==> config.mk <==
export PLATFORM = sky130hd
export DESIGN_NAME = arb8_sched_flat
export DESIGN_NICKNAME = d
export VERILOG_FILES = /design/src/rtl/arb_pkg.sv /design/src/rtl/arb8_sched_if.sv /design/src/rtl/prio_enc8_rot.sv /design/src/rtl/arb8_sched.sv /design/src/flat_wrapper.sv
export SDC_FILE = /design/constraint.sdc
export NUM_CORES = 1
export LEC_CHECK = 0
export ABC_AREA = 0
export CAP_MARGIN = 40
export CELL_PAD_IN_SITES_DETAIL_PLACEMENT = 0
export CELL_PAD_IN_SITES_GLOBAL_PLACEMENT = 1
export CORE_MARGIN = 2
export CORE_UTILIZATION = 25
export CTS_BUF_LIST = sky130_fd_sc_hd__clkbuf_4 sky130_fd_sc_hd__clkbuf_8
export CTS_CLUSTER_DIAMETER = 50
export CTS_CLUSTER_SIZE = 40
export DETAILED_ROUTE_END_ITERATION = 10
export PLACE_DENSITY_LB_ADDON = 0.1
export REMOVE_ABC_BUFFERS = 1
export SKIP_LAST_GASP = 1
export SYNTH_ARGS = -nofsm -noshare
export SYNTH_HDL_FRONTEND = slang
export SYNTH_HIERARCHICAL = 1
export SYNTH_SLANG_ARGS = --single-unit
==> constraint.sdc <==
create_clock -name clk -period 8.6 [get_ports clk]
set_input_delay 1.72 -clock clk [delete_from_list [all_inputs] [get_ports clk]]
set_output_delay 1.72 -clock clk [all_outputs]
set_load 0.005 [all_outputs]
==> images/floorplan.png <==
Scale bar: 20 um. Pins as bars on the die edge. Tap cells in grey.
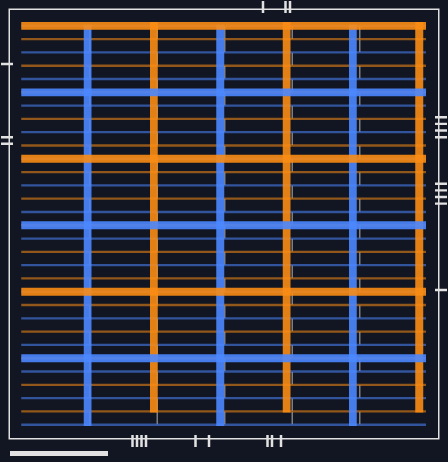
Orange marks VDD. Blue marks VSS.
6 straps on met4. The core has 30 rows.
Die W: 87.6 um
Worst IR Drop VDD: 79.1 uV
core area: 0.00676 mm2

==> images/class_map.png <==
Scale bar: 20 um.
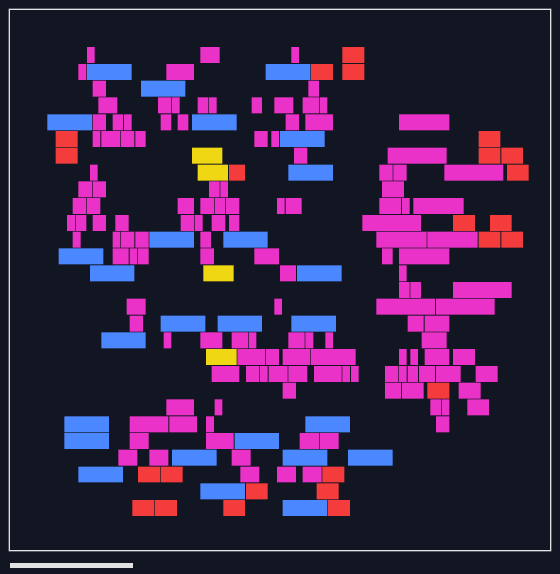
Yellow marks clock drivers and dummy loads, cells 4, share of their area 2.8%. Blue marks registers, cells 26, share of their area 26%. Red marks remaining buffers and delay cells, cells 24, share of their area 12%. Magenta marks remaining logic cells, cells 140, share of their area 59%.
Seq/total area: 25.1%
site row count: 30
final core utilization: 30.7%
post-route design area: 0.00207 mm2

==> images/clock_wires.png <==
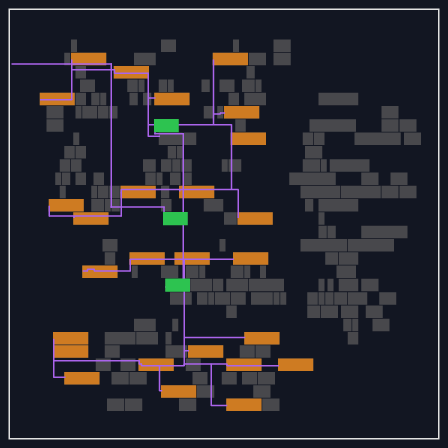
Green marks clock-net drivers, count 3. Purple marks clock wires, length 395 um. Orange marks flip-flops, count 26.
There are 4 routed clock nets.
Worst-Skew Late Latency: 0.27 ns
clock-net power: 0.0817 mW
Clk pwr share: 13.6%
clk_skew: 0.00152 ns

==> images/layers.png <==
Scale bar: 20 um. Two of the layers only.
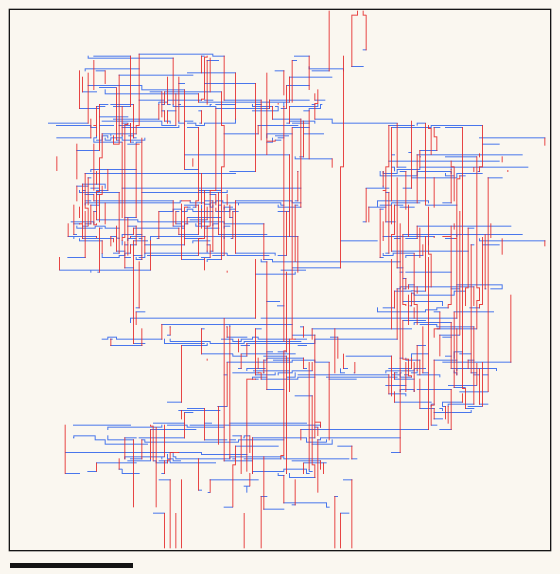
Blue marks M1, wire length 2120 um. Red marks M2, wire length 2090 um.
WL/cell: 16.2 um
via count: 1452
WL final: 4.43 mm
GRT Resource Usage Total: 12.2%

==> impl_metrics.ini <==
; physical design summary
[synth]
ys_seq_share_pct = 29.8
area_leaders = dfxtp_1 (30%), mux4_1 (9.0%), ha_1 (5.7%), mux4_2 (5.2%), a22o_1 (4.5%)
synthCells = 174
ff_type = dfxtp_1
async_reset_ff_share_pct = 0
numSynthFlops = 26
synth_area_mm2 = 0.00175
syn_area_per_cell_um2 = 10.0
top_cell = dfxtp_1
yosys_warnings = 6
ys_cells = 174
common_cells = dfxtp_1 (26), nand2_1 (15), inv_1 (10)
yosysChipArea_mm2 = 0.00175
synth_cell_types = 42
largest_area_cell = dfxtp_1
synth_top_area_share_pct = 29.8
edf_count = 0

[clock_network]
clock-sinks = 26
numCtsBuffers = 3
htree_levels = 1
cts_tree = done
clkTransAtPathRegs_ns = 0.09
cts_root_buf = clkbuf_8
cts.path.max_buffers = 2
ctsResizeCount = 0
cts_setup_buffers = 0
cts_hold_buf = 0

[power_and_ir_drop]
leakage_nw = 0.755
p_total_mw = 0.601
pwr_density_cell_mw_per_mm2 = 290
pwr-share-comb_pct = 55.2
p_seq_share_pct = 31.2
power_switching_mw = 0.249
p_int_mw = 0.353
swShare_pct = 41.4

[setup_path]
worst-endpoint-arrival_ns = 5.09
worstPathMaxFanout = 7
r2r_setup_slack_ns = 4.82
crit_type = input pin to register
critPathCaptureType = register
crit_required_ns = 8.79
startpoint_type = input pin
reg2reg_depth = 13

[timing]
grt_setup_unrepaired = no
max_clock_freq_mhz = 204
setup-violations-final = 0
finalHoldViolCount = 0
min_period_ns = 4.90
tns_ns = 0
worst_slack_ns = 3.70
whs_ns = 0.485
slew-limit-headroom_pct = 47.4
tightest_slew_ns = 0.787
post-route-period-util_pct = 57.0
timing.final.max_slew_violations = 0

[run]
warnings = 29
max-cap-violations = 0

[route]
antenna_left = 0
drt_iter0_drc = 79
drc = 0
drtPass1Iterations = 4
via_per_inst = 5.30

[floorplanning]
io_pins = 24
fp_util_pct = 25.8
dieArea_mm2 = 0.00767

[place]
pre_cts_ws_ns = 3.46
postPlaceCellArea_mm2 = 0.00202
hpwl_mm = 3.30
io_buffers = 23
place.gp.congestion = 0.767
dpl.cell_count = 270

[global_route]
grt_pass1_vias = 1430
grt_pass1_wl_mm = 7.38
globalRouteOverflowTotal = 0
grt_max_degree = 17
antenna_found_initial = 0

[run_status]
status = complete, no violations

[layout]
areaGrowthSynthToFinish_pct = 18.9
drive_gt1_share_pct = 8.76
nFillCells = 720
seq_area_um2 = 520
diodes = 0
comb_area_mm2 = 0.00112
instances_no_fill = 274
final_nets = 215

[hold_path]
hold_depth = 1
min_path_type = register to register
[layout make-up]
class | count | share of cell area (%)
inverter | 10 | 1.81
sequential | 26 | 25.1
clock buffer | 4 | 2.65
multi-input combinational | 130 | 54.2
tap | 80 | 4.83
timing repair buffer | 24 | 11.5
[layout by cell type, fill, tap and decap left out, types with 7 or more instances in the layout]
cell type | synthesis | layout
a22o_1 | 9 | 9
a31oi_1 | 7 | 7
clkdlybuf4s50_1 | 0 | 23
dfxtp_1 | 26 | 26
ha_1 | 8 | 8
inv_1 | 10 | 10
mux2i_1 | 7 | 7
nand2_1 | 15 | 15
nand4_1 | 8 | 8
nor2_1 | 8 | 8
[power by group through the flow]
stage / clock (mW) / combinational, mW / sequential, mW
after floorplan: 0 / 0.228 / 0.183
after global placement: 0 / 0.331 / 0.191
after detailed placement: 0 / 0.331 / 0.192
after CTS: 0.0849 / 0.334 / 0.189
after global routing: 0.0913 / 0.370 / 0.194
final: 0.0817 / 0.332 / 0.188
[cells by family after synthesis]
kind of cell / after synthesis / synth area share, %
flops: 26 / 29.8
mux: 22 / 22.1
buf+inv: 18 / 5.81
xor+xnor: 3 / 1.51
simple gates: 60 / 18.4
fa+ha+maj: 9 / 6.88
compound gates: 36 / 15.5
[worst max-delay path, cell delays in order]
cell             delay, ns
clkdlybuf4s50_1       0.51
mux4_1                0.61
mux2_1                0.35
inv_1                 0.06
o21ai_0               0.08
a31oi_1               0.18
ha_1                  0.17
inv_1                 0.05
fa_1                  0.37
xor2_1                0.16
xnor2_1               0.26
inv_1                 0.09
ha_1                  0.29
a211oi_1              0.19
[routing by layer]
| metal | global-route usage, % | wire, um |
|---|---|---|
| met1 | 16.2 | 2120 |
| met2 | 19.7 | 2090 |
| met3 | 2.26 | 152 |
| met4 | 4.62 | 60 |
| met5 | 0 | 0 |
Power and IR drop assume default switching activity.
